### src/rtl/conv3x3_frame_ctrl.sv
// Frame sequencer for the 3x3 pipelined convolver: builds raster windows from two
// line buffers, owns the kernel taps, counts results and reports frame completion.
module conv3x3_frame_ctrl #(
  parameter int BITW  = 8,
  parameter int IMG_W = 64,
  parameter int IMG_H = 64
) (
  input  logic                              clk,
  input  logic                              rst,
  input  logic                              start,
  input  logic                              s_valid,
  output logic                              s_ready,
  input  logic [BITW-1:0]                   s_data,
  input  logic                              k_wr_en,
  input  logic [3:0]                        k_wr_addr,
  input  logic [7:0]                        k_wr_data,
  output logic [9*BITW-1:0]                 win_flat,
  output logic [71:0]                       kern_flat,
  output logic                              win_valid,
  input  logic                              conv_valid,
  output logic                              busy,
  output logic                              done,
  output logic [$clog2(IMG_W*IMG_H):0]      out_count,
  output logic                              err
);

  localparam int COL_W = $clog2(IMG_W);
  localparam int ROW_W = $clog2(IMG_H);
  localparam int CNT_W = $clog2(IMG_W*IMG_H) + 1;

  localparam logic [COL_W-1:0] LAST_COL = COL_W'(IMG_W - 1);
  localparam logic [ROW_W-1:0] LAST_ROW = ROW_W'(IMG_H - 1);
  localparam logic [CNT_W-1:0] EXP_CNT  = CNT_W'((IMG_W - 2) * (IMG_H - 2));
  localparam logic [71:0]      KERN_ID  = {32'h0, 8'h01, 32'h0};

  typedef enum logic [2:0] {
    S_IDLE,
    S_FILL,
    S_RUN,
    S_DRAIN,
    S_DONE
  } state_t;

  state_t                 r_state;
  logic [ROW_W-1:0]       r_row;
  logic [COL_W-1:0]       r_col;
  logic [BITW-1:0]        r_lb0 [IMG_W];
  logic [BITW-1:0]        r_lb1 [IMG_W];
  logic [8:0][BITW-1:0]   r_win;
  logic [8:0][7:0]        r_kern;
  logic                   r_sReady;
  logic                   r_winValid;
  logic                   r_busy;
  logic                   r_done;
  logic [CNT_W-1:0]       r_outCount;
  logic                   r_err;

  logic w_accept;
  logic w_lastCol;
  logic w_emit;
  logic w_kernWrOk;
  logic w_counting;

  assign w_accept   = s_valid & r_sReady;
  assign w_lastCol  = (r_col == LAST_COL);
  assign w_emit     = w_accept && (r_row >= ROW_W'(2)) && (r_col >= COL_W'(2));
  assign w_kernWrOk = k_wr_en && (k_wr_addr <= 4'd8);
  assign w_counting = (r_state == S_FILL) || (r_state == S_RUN) || (r_state == S_DRAIN);

  // lb0 holds the previous row, lb1 the row before it; contents are don't-care after reset
  always_ff @(posedge clk) begin
    if (w_accept) begin
      r_lb1[r_col] <= r_lb0[r_col];
      r_lb0[r_col] <= s_data;
    end
  end

  // Window index is 3*row+col, so entries 2/5/8 form the newest (right) column
  always_ff @(posedge clk) begin
    if (rst) begin
      r_win <= '0;
    end else if (w_accept) begin
      for (int i = 0; i < 3; i++) begin
        r_win[3*i]   <= r_win[3*i+1];
        r_win[3*i+1] <= r_win[3*i+2];
      end
      r_win[2] <= r_lb1[r_col];
      r_win[5] <= r_lb0[r_col];
      r_win[8] <= s_data;
    end
  end

  always_ff @(posedge clk) begin
    if (rst) begin
      r_state    <= S_IDLE;
      r_row      <= '0;
      r_col      <= '0;
      r_sReady   <= 1'b0;
      r_winValid <= 1'b0;
      r_busy     <= 1'b0;
      r_done     <= 1'b0;
      r_outCount <= '0;
      r_err      <= 1'b0;
      r_kern     <= KERN_ID;
    end else begin
      r_winValid <= w_emit;
      r_done     <= 1'b0;

      if (w_accept) begin
        if (w_lastCol) begin
          r_col <= '0;
          r_row <= r_row + ROW_W'(1);
        end else begin
          r_col <= r_col + COL_W'(1);
        end
      end

      case (r_state)
        S_IDLE: begin
          if (w_kernWrOk) r_kern[k_wr_addr] <= k_wr_data;
          if (start) begin
            r_state    <= S_FILL;
            r_sReady   <= 1'b1;
            r_busy     <= 1'b1;
            r_outCount <= '0;
            r_row      <= '0;
            r_col      <= '0;
            r_err      <= 1'b0;
          end
        end
        S_FILL: begin
          if (w_accept && w_lastCol && (r_row == ROW_W'(1))) r_state <= S_RUN;
        end
        S_RUN: begin
          if (w_accept && w_lastCol && (r_row == LAST_ROW)) begin
            r_state  <= S_DRAIN;
            r_sReady <= 1'b0;
          end
        end
        S_DRAIN: begin
          if (r_outCount == EXP_CNT) begin
            r_state <= S_DONE;
            r_busy  <= 1'b0;
            r_done  <= 1'b1;
          end
        end
        S_DONE: begin
          r_state <= S_IDLE;
        end
        default: begin
          r_state <= S_IDLE;
        end
      endcase

      // Protocol errors are evaluated last so they win over the start-time clear
      if (k_wr_en && (r_state != S_IDLE)) r_err <= 1'b1;
      if (conv_valid) begin
        if (!w_counting) begin
          r_err <= 1'b1;
        end else if (r_outCount == EXP_CNT) begin
          r_err <= 1'b1;
        end else begin
          r_outCount <= r_outCount + CNT_W'(1);
        end
      end
    end
  end

  assign s_ready   = r_sReady;
  assign win_flat  = r_win;
  assign kern_flat = r_kern;
  assign win_valid = r_winValid;
  assign busy      = r_busy;
  assign done      = r_done;
  assign out_count = r_outCount;
  assign err       = r_err;

endmodule

### config.mk
export PLATFORM = sky130hd
export DESIGN_NAME = conv3x3_frame_ctrl
export DESIGN_NICKNAME = d
export VERILOG_FILES = /design/src/rtl/conv3x3_frame_ctrl.sv
export SDC_FILE = /design/constraint.sdc
export NUM_CORES = 1
export LEC_CHECK = 0
export CORE_MARGIN = 2
export CORE_UTILIZATION = 44
export DETAILED_ROUTE_END_ITERATION = 16
export GPL_ROUTABILITY_DRIVEN = 1
export PLACE_DENSITY = 0.7
export RECOVER_POWER = 100
export SYNTH_ARGS = -nofsm -noshare
export SYNTH_HDL_FRONTEND = slang
export SYNTH_SLANG_ARGS = --single-unit
### constraint.sdc
create_clock -name clk -period 4.7 [get_ports clk]
set_input_delay 0.705 -clock clk [delete_from_list [all_inputs] [get_ports clk]]
set_output_delay 0.705 -clock clk [all_outputs]
set_load 0.1 [all_outputs]
Fig. 1: run 1, cells by drive strength
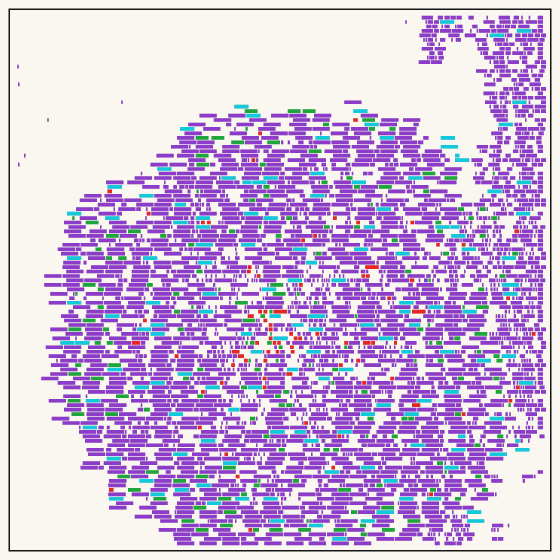
colour	size	cells	share
green	drive 2	182	5.5%
cyan	drive 6 and up	143	4.3%
red	drive 3 to 4	80	2.4%
purple	drive 1 or less	2886	88%
area delta synth->final: 15.17%
Worst Slack Setup Final: 0.1901 ns
finished layout cell area: 53740 sq um

Fig. 2: run 1, nets reached from selected ports
The bar under the picture is 100 microns long.
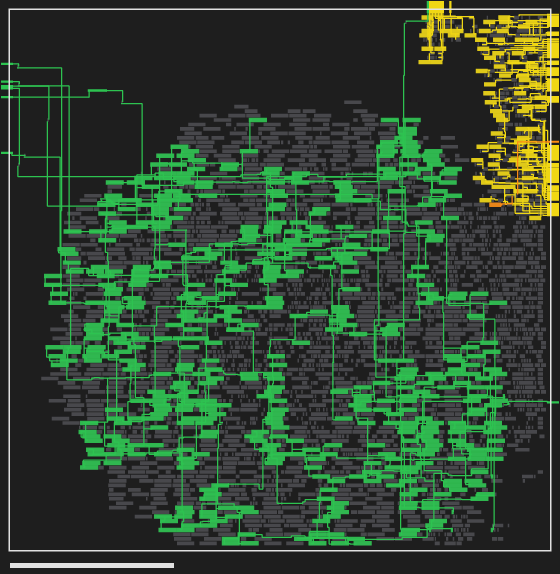
colour	port	bits	direction	edge	end cells	buffers	wire
orange	err	1	output	right	1	1	64.5 microns
green	s_data	8	input	6 left, 1 right, 1 top	520	16	9870 microns
yellow	kern_flat	72	output	61 right, 11 top	72	72	2220 microns

==> job_summary.md, run 1 <==
### Yosys + OpenROAD results

| Metric | Value |
|---|---|
| Detail Placement HPWL | `85.06 mm` |
| Buffer depth of the longest clock path | `3` |
| Reg2reg setup slack | `0.19 ns` |
| Leakage power summed over all cells | `17.29 nW` |
| Dominant register cell | `sky130_fd_sc_hd__edfxtp_1` |
| Clock H-tree levels | `3` |
| Synthesis Warnings | `0` |
| CTS Buf Count | `116` |
| Setup TNS | `0 ns` |
| Row Count | `119` |
| Full die area | `108700 sq um` |
| Mean number of vias per cell | `6.203` |
| Worst reg2reg path depth | `5` |
| Capture point of the worst path | `r_lb1[27][5]` |
| Final setup violation count | `0` |
| Number of synthesized register bits | `1201` |
| Iter 0 DRT Violations | `4357` |
| Count of input and output buffers | `187` |
| Terminus of the critical flop-to-flop path | `r_lb1[27][5]` |
| Violated checks | `max-capacitance violations, max-slew violations` |
| Type of the tightest min-delay check | `reg2reg` |
| Arrival time at the worst endpoint | `4.80 ns` |
| Max_cap viols | `19` |
| Biggest fanout along the worst timing path | `36` |
| Number of cells in the design after placement | `4465` |
| CP endpoint kind | `flip-flop` |
| Aggregate global-route resource usage | `25.01%` |
| Maximum number of pins on one net before global-route repair | `99` |
| Overall overflow remaining after global route | `0` |
| Post-route ant nets | `0` |
| Unrepaired setup endpoints after global routing | `no` |
| Cell area after synthesis | `46660 sq um` |
| Number of global-route vias before repair | `27200` |
| Commonest non-fill, non-tap cell in the layout | `sky130_fd_sc_hd__edfxtp_1` |
| Number of standard cells after synthesis | `2928` |
| Cts hold-fix bufs | `0` |
| Final Max Tran Viols | `658` |
| Total number of nets in the final design | `3225` |
| Floorplan Nets | `2961` |
| Utilization after layout | `51.05%` |
| Launch instance of the worst register-to-register path | `r_col[1]` |
| Antenna violations before repair | `6` |
| Crit Path Class | `reg2reg` |
| Worst Clk Skew | `0.03581 ns` |
| IR Drop Worst-Case VDD | `294.3 uV` |
| Biggest area consumer among synthesized cells | `sky130_fd_sc_hd__edfxtp_1` |
| Die Ht | `329.7 microns` |
| Number of cell instances after yosys synthesis | `2928` |
| Top area contributor share | `65.90%` |
| Largest non-sequential cell family by area | `multiplexers` |
| Max-slew headroom at the worst pin | `-131.4%` |
| Worst hold stages | `2` |
| Commonest non-fill, non-tap cells in the layout | `sky130_fd_sc_hd__edfxtp_1 (1024), sky130_fd_sc_hd__nor2_1 (221), sky130_fd_sc_hd__mux2i_1 (211)` |
| Status | `finished with violations` |
| Share of cell area taken by muxes after synthesis | `9.321%` |
| Clk sinks | `1201` |
| Minimum setup slack after placement | `0.9235 ns` |
| Floorplan Utilization | `44.33%` |
| CP startpoint kind | `flip-flop` |
| Worst-case hold slack | `0.4507 ns` |
Fig. 3: run 1, cells coloured by class
Fill, decap, tap and diode cells in grey.
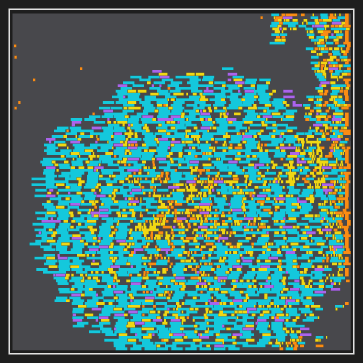
colour	class	cells	share of their area
orange	other buffers and delay cells	350	5.5%
cyan	flops	1201	66%
purple	clock drivers and dummy loads	217	6.9%
yellow	all other logic	1523	22%

## run 1: worst min-delay path by stage
| stage | startpoint | endpoint |
|---|---|---|
| floorplan | r_row[3] | r_row[3] |
| finish | win_flat[49] | win_flat[49] |
| global route | win_flat[51] | win_flat[51] |
| CTS | win_flat[54] | win_flat[54] |
| global placement | win_flat[3] | win_flat[3] |
| detailed placement | win_flat[55] | win_flat[55] |
## run 1: Yosys cell counts, types with 10 or more instances
cell type                  instances
sky130_fd_sc_hd__a221o_1          30
sky130_fd_sc_hd__edfxtp_1       1024
sky130_fd_sc_hd__dfxtp_1         177
sky130_fd_sc_hd__mux2i_1         211
sky130_fd_sc_hd__nor3_1           18
sky130_fd_sc_hd__clkbuf_1         76
sky130_fd_sc_hd__mux4_2           53
sky130_fd_sc_hd__buf_2            61
sky130_fd_sc_hd__nand3_1          14
sky130_fd_sc_hd__a22oi_1          65
sky130_fd_sc_hd__a211oi_1         18
sky130_fd_sc_hd__a21oi_1         129
sky130_fd_sc_hd__o22ai_1          59
sky130_fd_sc_hd__mux2_2           90
sky130_fd_sc_hd__nand2_1         210
sky130_fd_sc_hd__a22o_1           34
sky130_fd_sc_hd__buf_6            19
sky130_fd_sc_hd__buf_4            38
sky130_fd_sc_hd__a311oi_1         12
sky130_fd_sc_hd__nor2_1          221
sky130_fd_sc_hd__a221oi_1         83
sky130_fd_sc_hd__o21ai_0          54
sky130_fd_sc_hd__o22a_1           10
sky130_fd_sc_hd__a31oi_1          14
## run 1: report_power, final
| group | total [mW] | internal, mW | switching, mW | leakage (nW) |
|---|---|---|---|---|
| Clock | 8.93 | 4.97 | 3.95 | 1.75 |
| Sequential | 11.7 | 11.7 | 0.0595 | 10.6 |
| Combinational | 1.28 | 0.305 | 0.975 | 4.91 |
| Total | 21.9 | 17.0 | 4.99 | 17.3 |
## run 1: critical path, cell delays in order, from the launching register on
cell,delay [ns]
sky130_fd_sc_hd__dfxtp_4,0.79
sky130_fd_sc_hd__and2_0,0.63
sky130_fd_sc_hd__clkbuf_1,0.68
sky130_fd_sc_hd__nand2_1,0.60
sky130_fd_sc_hd__nor2_1,0.30
sky130_fd_sc_hd__clkbuf_1,1.05
## run 1: cell type report
| class | count | area (sq um) | area share [%] |
|---|---|---|---|
| timing repair buffer | 350 | 2868 | 5.336 |
| inverter | 10 | 40.04 | 0.07451 |
| clock buffer | 148 | 3054 | 5.683 |
| clock inverter | 69 | 554.3 | 1.031 |
| tap | 1391 | 1740 | 3.239 |
| multi-input combinational | 1513 | 11170 | 20.79 |
| antenna | 2 | 5.005 | 0.009313 |
| sequential | 1201 | 34300 | 63.83 |
## run 1: state kept, by name (all words and copies together), names as in the netlist
name,count
r_lb1,512
s_ready,1
r_lb0,512
win_valid,1
kern_flat,72
done,1
r_col,6
out_count,13
r_row,6
err,1
busy,1
r_state,3
win_flat,72
## run 1: per-layer routing
layer  vias to the layer above  GRT usage (%)  share of wire, %
met4                         6          10.16               4.5
li1                      12063              -                 -
met2                      2180          37.43                44
met5                         -              0             0.032
met1                     14450          34.20                38
met3                       355          7.597                14
==> run 2, diff against run 1 <==
--- a/config.mk
+++ b/config.mk
@@ -7,6 +7,7 @@
 export LEC_CHECK = 0
 export CORE_MARGIN = 2
 export CORE_UTILIZATION = 44
+export CTS_CLUSTER_DIAMETER = 30
 export DETAILED_ROUTE_END_ITERATION = 16
 export GPL_ROUTABILITY_DRIVEN = 1
 export PLACE_DENSITY = 0.7
==> run 2 against run 1 <==
The flow still finishes with violations (max-capacitance violations, max-slew violations). Sequential power about the same. Combinational power is essentially flat. Sequential share of layout area fell by 4.3 points. Global-route usage increased by 0.69 points.
==> job_summary.md, run 2 <==
### Yosys + OpenROAD results

| Metric | Value |
|---|---|
| Arrival time at the worst endpoint | `4.93 ns (+0.13 ns)` |
| Area delta synth->final | `23.40%` |
| Leakage power summed over all cells | `19.12 nW (+11%)` |
| Finished layout cell area | `57580 sq um (+7.1%)` |
| Type of the tightest min-delay check | `reg2reg` |
| Antenna violations before repair | `3 (-3)` |
| Detail Placement HPWL | `85.06 mm (unchanged)` |
| Row Count | `119 (unchanged)` |
| Terminus of the critical flop-to-flop path | `r_lb1[13][6]` |
| Number of cell instances after yosys synthesis | `2928 (unchanged)` |
| Maximum number of pins on one net before global-route repair | `99 (unchanged)` |
| Die Ht | `329.7 microns (unchanged)` |
| Setup TNS | `0 ns (unchanged)` |
| Final Max Tran Viols | `558 (-15%)` |
| Reg2reg setup slack | `0.13 ns (-0.06 ns)` |
| Share of total power in combinational logic | `4.5% (-1.3 points)` |
| Number of synthesized register bits | `1201 (unchanged)` |
| Commonest non-fill, non-tap cells in the layout | `sky130_fd_sc_hd__edfxtp_1 (1024), sky130_fd_sc_hd__nor2_1 (221), sky130_fd_sc_hd__mux2i_1 (211)` |
| Mean number of vias per cell | `6.146 (-0.92%)` |
| Worst hold path endpoint | `win_flat[26]` |
| Launch instance of the worst register-to-register path | `r_col[1]` |
| Cts hold-fix bufs | `0 (unchanged)` |
| Full die area | `108700 sq um (unchanged)` |
| Clock network fraction of design power | `54.2% (+14 points)` |
| Aggregate global-route resource usage | `25.70% (+0.69 points)` |
| Sequential standard cell area | `34300 sq um (unchanged)` |
| Iter 0 DRT Violations | `4324 (-0.76%)` |
| Cell area after synthesis | `46660 sq um (unchanged)` |
| Top post-synthesis cells by count | `sky130_fd_sc_hd__edfxtp_1 (1024), sky130_fd_sc_hd__nor2_1 (221), sky130_fd_sc_hd__mux2i_1 (211)` |
| Net switching power of the design | `6.532 mW (+31%)` |
| Commonest non-fill, non-tap cell in the layout | `sky130_fd_sc_hd__edfxtp_1` |
| Biggest area consumer among synthesized cells | `sky130_fd_sc_hd__edfxtp_1` |
| Total number of nets in the final design | `3317 (+2.9%)` |
| Number of global-route vias before repair | `28858 (+6.1%)` |
| Overall overflow remaining after global route | `0 (unchanged)` |
| Worst hold stages | `2 (unchanged)` |
| Max_cap viols | `16 (-3)` |
| Violated checks | `max-capacitance violations, max-slew violations` |
| Share of cell area taken by muxes after synthesis | `9.321% (unchanged)` |
| Internal Pwr Total | `22.00 mW (+30%)` |
| Worst-case hold slack | `0.4485 ns (-0.002140 ns)` |
| Sw Ratio | `22.90% (+0.17 points)` |
| Area of combinational cells with multiple inputs | `11200 sq um (+0.20%)` |
| Minimum setup slack after placement | `0.9235 ns (unchanged)` |
| Floorplan Utilization | `44.33% (unchanged)` |
| Top area contributor share | `65.90% (unchanged)` |
| Max-slew headroom at the worst pin | `-127.9% (+3.5 points)` |
| CP endpoint kind | `flip-flop` |
| Clock H-tree levels | `4 (+1)` |
| Fraction of power consumed by sequential logic | `41.2% (-12 points)` |
| Post-route ant nets | `0 (unchanged)` |
| Floorplan Nets | `2961 (unchanged)` |
| Dominant register cell | `sky130_fd_sc_hd__edfxtp_1` |
| Buffer depth of the longest clock path | `3 (unchanged)` |
| Status | `finished with violations` |
| Biggest fanout along the worst timing path | `36 (unchanged)` |
| Crit Path Class | `reg2reg` |
| Leading cell type by number of instances after synthesis | `sky130_fd_sc_hd__edfxtp_1` |
| Largest non-sequential cell family by area | `multiplexers` |
[run 2: cell types whose count changed in the layout (fill, tap and decap cells not counted), moves of 9 or more]
cell / before / now
sky130_fd_sc_hd__bufinv_16: 7 / 29
sky130_fd_sc_hd__clkbuf_1: 124 / 103
sky130_fd_sc_hd__clkbuf_16: 117 / 209
sky130_fd_sc_hd__clkinv_16: 0 / 10
sky130_fd_sc_hd__clkinv_2: 17 / 26
sky130_fd_sc_hd__clkinv_4: 4 / 18
sky130_fd_sc_hd__clkinvlp_4: 5 / 22
sky130_fd_sc_hd__inv_6: 2 / 21
[run 2: how the worst max path moves through the flow]
stage	from	to	slack, ns	cells past startpoint
after floorplan	s_ready	r_lb0[6][0]	1.19	5
after global placement	r_col[1]	r_lb1[52][2]	1.01	8
after detailed placement	r_col[1]	r_lb1[55][2]	0.92	8
after CTS	r_col[1]	r_lb1[25][2]	0.87	8
after global routing	r_col[1]	r_lb1[38][6]	0.27	5
final	r_col[1]	r_lb1[13][6]	0.13	8
[run 2: worst max-delay path, cell delays in order (launching register included)]
cell and delay (ns):
sky130_fd_sc_hd__dfxtp_4 0.53, sky130_fd_sc_hd__clkbuf_1 0.32, sky130_fd_sc_hd__nand2b_1 0.25, sky130_fd_sc_hd__clkbuf_1 0.44, sky130_fd_sc_hd__nor2_1 0.28, sky130_fd_sc_hd__clkbuf_1 0.65
sky130_fd_sc_hd__nand2_1 0.60, sky130_fd_sc_hd__nor2_1 0.30, sky130_fd_sc_hd__clkbuf_1 0.68
[run 2: routing by layer]
layer	share of wire [%]	global-route usage (%)	vias to the layer above
li1	-	-	12323
met1	37	34.38	14787
met2	44	38.24	2341
met3	14	8.053	408
met4	4.8	12.35	4
met5	0.016	0	-
[run 2: cell type report]
class	instances	area share, %
clock buffers	236	9.394
diodes	1	0.004346
multi-input cells	1513	19.44
well taps	1391	3.023
clock inverters	157	3.468
inverters	10	0.06954
flip-flops and latches	1201	59.58
repair buffers	350	5.018
[run 2: cells by family after synthesis]
group / after synthesis
compound gates: 592
buf+inv: 214
simple gates: 546
flops: 1201
fa+ha+maj: 7
xor+xnor: 12
mux: 356
[run 2: power groups by stage]
stage | registers, mW | clock network, mW | logic [mW]
after floorplan | 12.1 | 0 | 0.558
after global placement | 12.0 | 0 | 1.27
after detailed placement | 12.0 | 0 | 1.28
after CTS | 11.8 | 15.6 | 1.29
after global routing | 11.8 | 16.1 | 1.34
final | 11.8 | 15.5 | 1.29
[run 2: metrics by stage]
stage                     utilization, %  std cells
final                              54.70       4859
after global routing               54.70       4859
after CTS                          55.11       4858
after detailed placement           48.08       4465
after global placement             48.08       4465
after floorplan                        -       2928
Fig. 4: run 2, cell placement
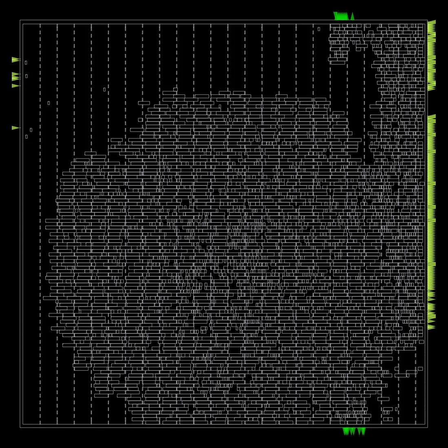
sequential cells: 1201
n_taps: 1391
final non-filler cell total: 4859

Fig. 5: run 2, nets reached from selected ports
The bar under the picture is 100 microns long.
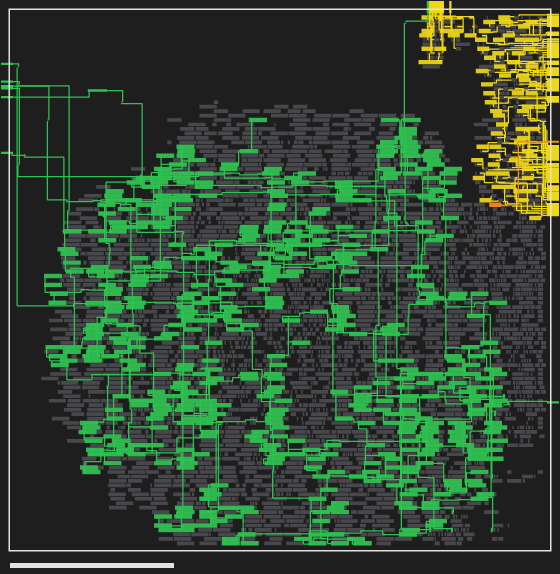
I/O pin count: 188
count of input and output buffers: 187

Fig. 6: run 2, routed metal, one colour a layer
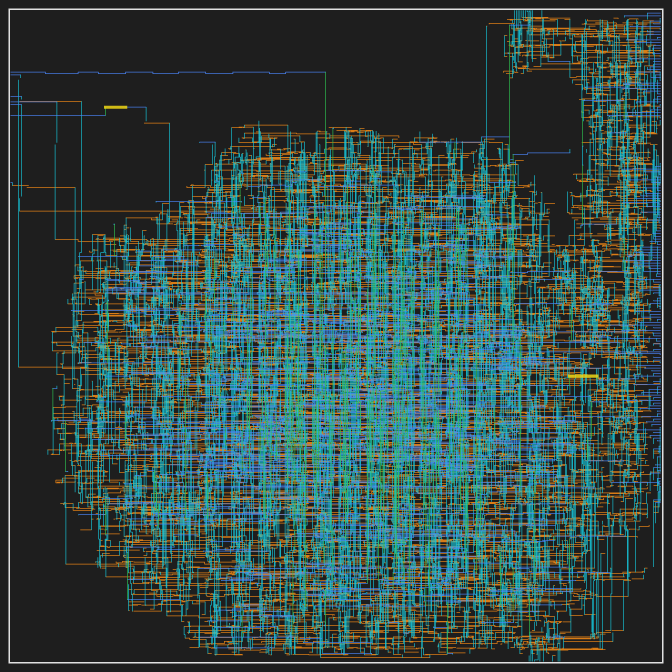
colour	layer	wire length
cyan	met2	62.6 mm
blue	met3	19500 microns
yellow	met5	23.9 microns
green	met4	6770 microns
orange	met1	52.6 mm
average routed wire per standard cell: 29.11 microns
routed vias: 29863
final wirelength: 141.5 mm

Power is estimated from default activity; no workload was simulated.
